File: src/rtl/bsg_dmi_axil_master.sv
// bsg_dmi_axil_master
// Converts one RISC-V DMI request at a time into a single AXI-lite master
// transaction on the debug module's DMI window. It returns a DMI response that
// carries read data and a 2-bit status (0 ok, 2 failed). A cycle timer recovers
// from a slave that never answers. Once that happens, any response the slave
// sends later is drained in the ORPHAN state before new requests are accepted.
// axil_data_width_p must be 32, and base_addr_p plus the 512-byte DMI window
// must stay below 32'h130000.
module bsg_dmi_axil_master #(
  parameter int                           dmi_addr_width_p  = 7,
  parameter int                           axil_addr_width_p = 32,
  parameter int                           axil_data_width_p = 32,
  parameter logic [axil_addr_width_p-1:0] base_addr_p       = '0,
  parameter int                           timeout_p         = 1024
) (
  input  logic                           clk_i,
  input  logic                           rst_ni,

  input  logic                           dmi_req_valid_i,
  output logic                           dmi_req_ready_o,
  input  logic [dmi_addr_width_p-1:0]    dmi_req_addr_i,
  input  logic [1:0]                     dmi_req_op_i,
  input  logic [axil_data_width_p-1:0]   dmi_req_data_i,

  output logic                           dmi_resp_valid_o,
  input  logic                           dmi_resp_ready_i,
  output logic [axil_data_width_p-1:0]   dmi_resp_data_o,
  output logic [1:0]                     dmi_resp_resp_o,

  output logic [axil_addr_width_p-1:0]   m_axil_awaddr,
  output logic [2:0]                     m_axil_awprot,
  output logic                           m_axil_awvalid,
  input  logic                           m_axil_awready,
  output logic [axil_data_width_p-1:0]   m_axil_wdata,
  output logic [axil_data_width_p/8-1:0] m_axil_wstrb,
  output logic                           m_axil_wvalid,
  input  logic                           m_axil_wready,
  input  logic [1:0]                     m_axil_bresp,
  input  logic                           m_axil_bvalid,
  output logic                           m_axil_bready,
  output logic [axil_addr_width_p-1:0]   m_axil_araddr,
  output logic [2:0]                     m_axil_arprot,
  output logic                           m_axil_arvalid,
  input  logic                           m_axil_arready,
  input  logic [axil_data_width_p-1:0]   m_axil_rdata,
  input  logic [1:0]                     m_axil_rresp,
  input  logic                           m_axil_rvalid,
  output logic                           m_axil_rready
);

  typedef enum logic [2:0] {
    IDLE, WR, WB, RD, RR, RESP, ORPHAN
  } state_e;

  typedef enum logic [1:0] {
    OP_NOP = 2'd0, OP_READ = 2'd1, OP_WRITE = 2'd2, OP_RSVD = 2'd3
  } dmi_op_e;

  localparam logic [1:0] resp_ok_lp   = 2'd0;
  localparam logic [1:0] resp_fail_lp = 2'd2;
  localparam int timer_width_lp = (timeout_p > 0) ? $clog2(timeout_p + 1) : 1;

  state_e                         state_r;
  logic [axil_addr_width_p-1:0]   addr_r;
  logic [axil_data_width_p-1:0]   wdata_r;
  logic [timer_width_lp-1:0]      timer_r;
  logic                           aw_done_r, w_done_r;
  logic                           pending_orphan_r;

  logic aw_done_next, w_done_next;
  logic b_fire, r_fire, timeout_hit;

  // Write completes when both channels have handshaken, in either order or together.
  assign aw_done_next = aw_done_r | (m_axil_awvalid & m_axil_awready);
  assign w_done_next  = w_done_r  | (m_axil_wvalid  & m_axil_wready);
  assign b_fire       = m_axil_bvalid & m_axil_bready;
  assign r_fire       = m_axil_rvalid & m_axil_rready;
  assign timeout_hit  = (timeout_p != 0) && (timer_r == timer_width_lp'(timeout_p));

  // Constant channel fields and address/data registers shared by both directions.
  assign m_axil_awprot = 3'b000;
  assign m_axil_arprot = 3'b000;
  assign m_axil_wstrb  = '1;
  assign m_axil_awaddr = addr_r;
  assign m_axil_araddr = addr_r;
  assign m_axil_wdata  = wdata_r;

  // Transaction FSM. Every handshake and response output is a register.
  always_ff @(posedge clk_i or negedge rst_ni) begin
    if (!rst_ni) begin
      state_r          <= IDLE;
      addr_r           <= '0;
      wdata_r          <= '0;
      timer_r          <= '0;
      aw_done_r        <= 1'b0;
      w_done_r         <= 1'b0;
      pending_orphan_r <= 1'b0;
      dmi_req_ready_o  <= 1'b0;
      dmi_resp_valid_o <= 1'b0;
      dmi_resp_data_o  <= '0;
      dmi_resp_resp_o  <= resp_ok_lp;
      m_axil_awvalid   <= 1'b0;
      m_axil_wvalid    <= 1'b0;
      m_axil_bready    <= 1'b0;
      m_axil_arvalid   <= 1'b0;
      m_axil_rready    <= 1'b0;
    end else begin
      // NOTE: non-blocking assignments throughout, so every branch reads the
      // pre-edge values of the state registers no matter what order they are written in.
      case (state_r)
        IDLE: begin
          dmi_req_ready_o <= 1'b1;
          if (dmi_req_valid_i && dmi_req_ready_o) begin
            dmi_req_ready_o <= 1'b0;
            addr_r  <= base_addr_p + axil_addr_width_p'({dmi_req_addr_i, 2'b00});
            wdata_r <= dmi_req_data_i;
            timer_r <= '0;
            case (dmi_op_e'(dmi_req_op_i))
              OP_READ: begin
                m_axil_arvalid <= 1'b1;
                state_r        <= RD;
              end
              OP_WRITE: begin
                m_axil_awvalid <= 1'b1;
                m_axil_wvalid  <= 1'b1;
                aw_done_r      <= 1'b0;
                w_done_r       <= 1'b0;
                state_r        <= WR;
              end
              OP_NOP: begin
                dmi_resp_valid_o <= 1'b1;
                dmi_resp_data_o  <= '0;
                dmi_resp_resp_o  <= resp_ok_lp;
                state_r          <= RESP;
              end
              default: begin
                dmi_resp_valid_o <= 1'b1;
                dmi_resp_data_o  <= '0;
                dmi_resp_resp_o  <= resp_fail_lp;
                state_r          <= RESP;
              end
            endcase
          end
        end

        WR: begin
          timer_r <= timer_r + 1'b1;
          if (timeout_hit) begin
            // Withdrawing valids breaks AXI hold rules; only done for a hung slave.
            m_axil_awvalid   <= 1'b0;
            m_axil_wvalid    <= 1'b0;
            dmi_resp_valid_o <= 1'b1;
            dmi_resp_data_o  <= '0;
            dmi_resp_resp_o  <= resp_fail_lp;
            pending_orphan_r <= 1'b1;
            state_r          <= RESP;
          end else begin
            if (m_axil_awvalid && m_axil_awready) begin
              m_axil_awvalid <= 1'b0;
              aw_done_r      <= 1'b1;
            end
            if (m_axil_wvalid && m_axil_wready) begin
              m_axil_wvalid <= 1'b0;
              w_done_r      <= 1'b1;
            end
            if (aw_done_next && w_done_next) begin
              m_axil_bready <= 1'b1;
              state_r       <= WB;
            end
          end
        end

        WB: begin
          timer_r <= timer_r + 1'b1;
          if (b_fire) begin
            m_axil_bready    <= 1'b0;
            dmi_resp_valid_o <= 1'b1;
            dmi_resp_data_o  <= '0;
            dmi_resp_resp_o  <= (m_axil_bresp != 2'b00) ? resp_fail_lp : resp_ok_lp;
            state_r          <= RESP;
          end else if (timeout_hit) begin
            m_axil_bready    <= 1'b0;
            dmi_resp_valid_o <= 1'b1;
            dmi_resp_data_o  <= '0;
            dmi_resp_resp_o  <= resp_fail_lp;
            pending_orphan_r <= 1'b1;
            state_r          <= RESP;
          end
        end

        RD: begin
          timer_r <= timer_r + 1'b1;
          if (timeout_hit) begin
            m_axil_arvalid   <= 1'b0;
            dmi_resp_valid_o <= 1'b1;
            dmi_resp_data_o  <= '0;
            dmi_resp_resp_o  <= resp_fail_lp;
            pending_orphan_r <= 1'b1;
            state_r          <= RESP;
          end else if (m_axil_arvalid && m_axil_arready) begin
            m_axil_arvalid <= 1'b0;
            m_axil_rready  <= 1'b1;
            state_r        <= RR;
          end
        end

        RR: begin
          timer_r <= timer_r + 1'b1;
          if (r_fire) begin
            m_axil_rready    <= 1'b0;
            dmi_resp_valid_o <= 1'b1;
            if (m_axil_rresp != 2'b00) begin
              dmi_resp_data_o <= '0;
              dmi_resp_resp_o <= resp_fail_lp;
            end else begin
              dmi_resp_data_o <= m_axil_rdata;
              dmi_resp_resp_o <= resp_ok_lp;
            end
            state_r <= RESP;
          end else if (timeout_hit) begin
            m_axil_rready    <= 1'b0;
            dmi_resp_valid_o <= 1'b1;
            dmi_resp_data_o  <= '0;
            dmi_resp_resp_o  <= resp_fail_lp;
            pending_orphan_r <= 1'b1;
            state_r          <= RESP;
          end
        end

        RESP: begin
          if (dmi_resp_valid_o && dmi_resp_ready_i) begin
            dmi_resp_valid_o <= 1'b0;
            if (pending_orphan_r) begin
              m_axil_bready <= 1'b1;
              m_axil_rready <= 1'b1;
              state_r       <= ORPHAN;
            end else begin
              dmi_req_ready_o <= 1'b1;
              state_r         <= IDLE;
            end
          end
        end

        ORPHAN: begin
          // Absorb whatever late response the hung slave eventually produces.
          if (b_fire || r_fire) begin
            m_axil_bready    <= 1'b0;
            m_axil_rready    <= 1'b0;
            pending_orphan_r <= 1'b0;
            dmi_req_ready_o  <= 1'b1;
            state_r          <= IDLE;
          end
        end

        default: state_r <= IDLE;
      endcase
    end
  end

endmodule

File: config.mk
export PLATFORM = sky130hd
export DESIGN_NAME = bsg_dmi_axil_master
export DESIGN_NICKNAME = d
export VERILOG_FILES = /design/src/rtl/bsg_dmi_axil_master.sv
export SDC_FILE = /design/constraint.sdc
export NUM_CORES = 1
export LEC_CHECK = 0
export CAP_MARGIN = 20
export CORE_AREA = 2 2 112 114
export DETAILED_ROUTE_END_ITERATION = 6
export DIE_AREA = 0 0 114 116
export PLACE_DENSITY = 0.8
export SLEW_MARGIN = 20
export SYNTH_ARGS = -nofsm -noshare
export SYNTH_HDL_FRONTEND = slang
export SYNTH_SLANG_ARGS = --single-unit
export TNS_END_PERCENT = 1
File: constraint.sdc
create_clock -name clk_i -period 2.4 [get_ports clk_i]
set_input_delay 0.48 -clock clk_i [delete_from_list [all_inputs] [get_ports clk_i]]
set_output_delay 0.48 -clock clk_i [all_outputs]
set_load 0.02 [all_outputs]
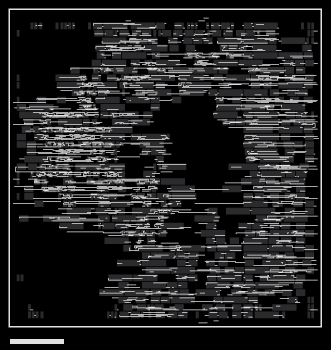
Fig. 1. Metal 1.
The bar under the picture is 20 um long. Cells faint in the background.
nets with wire on the layer = 566
share of all routed wire = 40%

==> run notes <==
run results: GPL Wtd Cong=approximately 0.9, Startpoint Class=flop, chip area=13200 um^2, Synth Warn #=0, Die Wd=between 100 and 150 um, Core Box Area=11900 um^2, fraction of synthesized area in multiplexers=9.82%, total track usage=17.8%, Top non-seq family=buffers and inverters, # Cells Yosys=413, syn_area_per_cell=11.7 um^2, Post-Syn Area=4820 um^2, maximum vdd drop=581 uV, first-pass GRT wire length=~18000 um, Signal buf overhead=between 20 and 30%, gate count of the mapped netlist=413, io pins=between 200 and 250, Comb/total area=28.7%, EDFF count, synth=0, Critical path origin=state_r[1]$_DFFE_PN0P_, FF+latch count=97, status=finished clean, register area=2430 um^2, Non-clk bufs=184, Max Freq=480 MHz
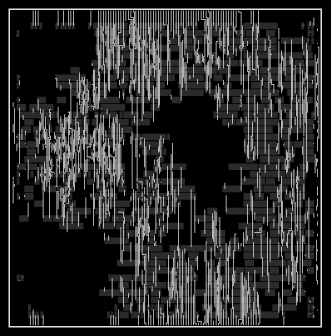
Fig. 2. Signal wires on met2.
Cells faint in the background.
longest straight run = 40.8 um
nets with wire on the layer = 623
main direction = vertical
share of all routed wire = 51%
wire length on this layer = 6090 um
Detailed Route WL: 11900 um
met2 usage: 30.7%
routed vias: 3600

## per-stage QoR
stage / power [mW] / cell area (um^2) / cells / hold WS, ns / setup slack (ns)
after floorplan: 5.09 / 5040 / 471 / 0.184 / 0.608
after global placement: 6.35 / 6420 / 716 / 0.402 / 0.0373
after detailed placement: 6.47 / 6420 / 716 / 0.412 / -0.00713
after CTS: 8.06 / 6750 / 732 / 0.0390 / 0.314
after global routing: 8.46 / 6750 / 732 / 0.0573 / 0.180
final: 8.00 / 6750 / 732 / 0.0340 / 0.315
## power by group
part	internal, mW	switching (mW)	leakage, nW
Combinational	1.85	1.95	1.61
Clock	0.949	0.614	0.160
Sequential	2.17	0.469	1.23
Total	4.97	3.03	3.01
## path summary, 6_finish.rpt
kind | slack, ns | cells after the start | end
max | 0.32 | 4 | m_axil_wdata[28]$_DFFE_PN0P_
min | 0.03 | 1 | m_axil_araddr[8]$_DFFE_PN0P_
max reg2reg | 0.32 | 4 | m_axil_wdata[28]$_DFFE_PN0P_
min reg2reg | 0.49 | 1 | m_axil_wdata[4]$_DFFE_PN0P_
max in group asynchronous | 1.63 | 2 | dmi_resp_data_o[19]$_DFFE_PN0P_
min in group clk_i | 0.49 | 1 | m_axil_wdata[4]$_DFFE_PN0P_
## routing by layer
metal,part of all wire (%),GRT usage [%],vias up,routed length [um]
li1,-,-,1663,-
met1,40,21.7,1764,4800
met2,51,30.7,154,6090
met3,6.1,3.45,19,725
met4,2.1,7.89,0,244
met5,0,0,-,0
## critical path, cell delays in order (launching register included)
cell     delay [ns]
dfrtp_1        0.63
nor3_2         0.41
nor2b_4        0.26
buf_12         0.26
mux2_2         0.37
No activity file was given, so power comes from the tool's default toggle rates.
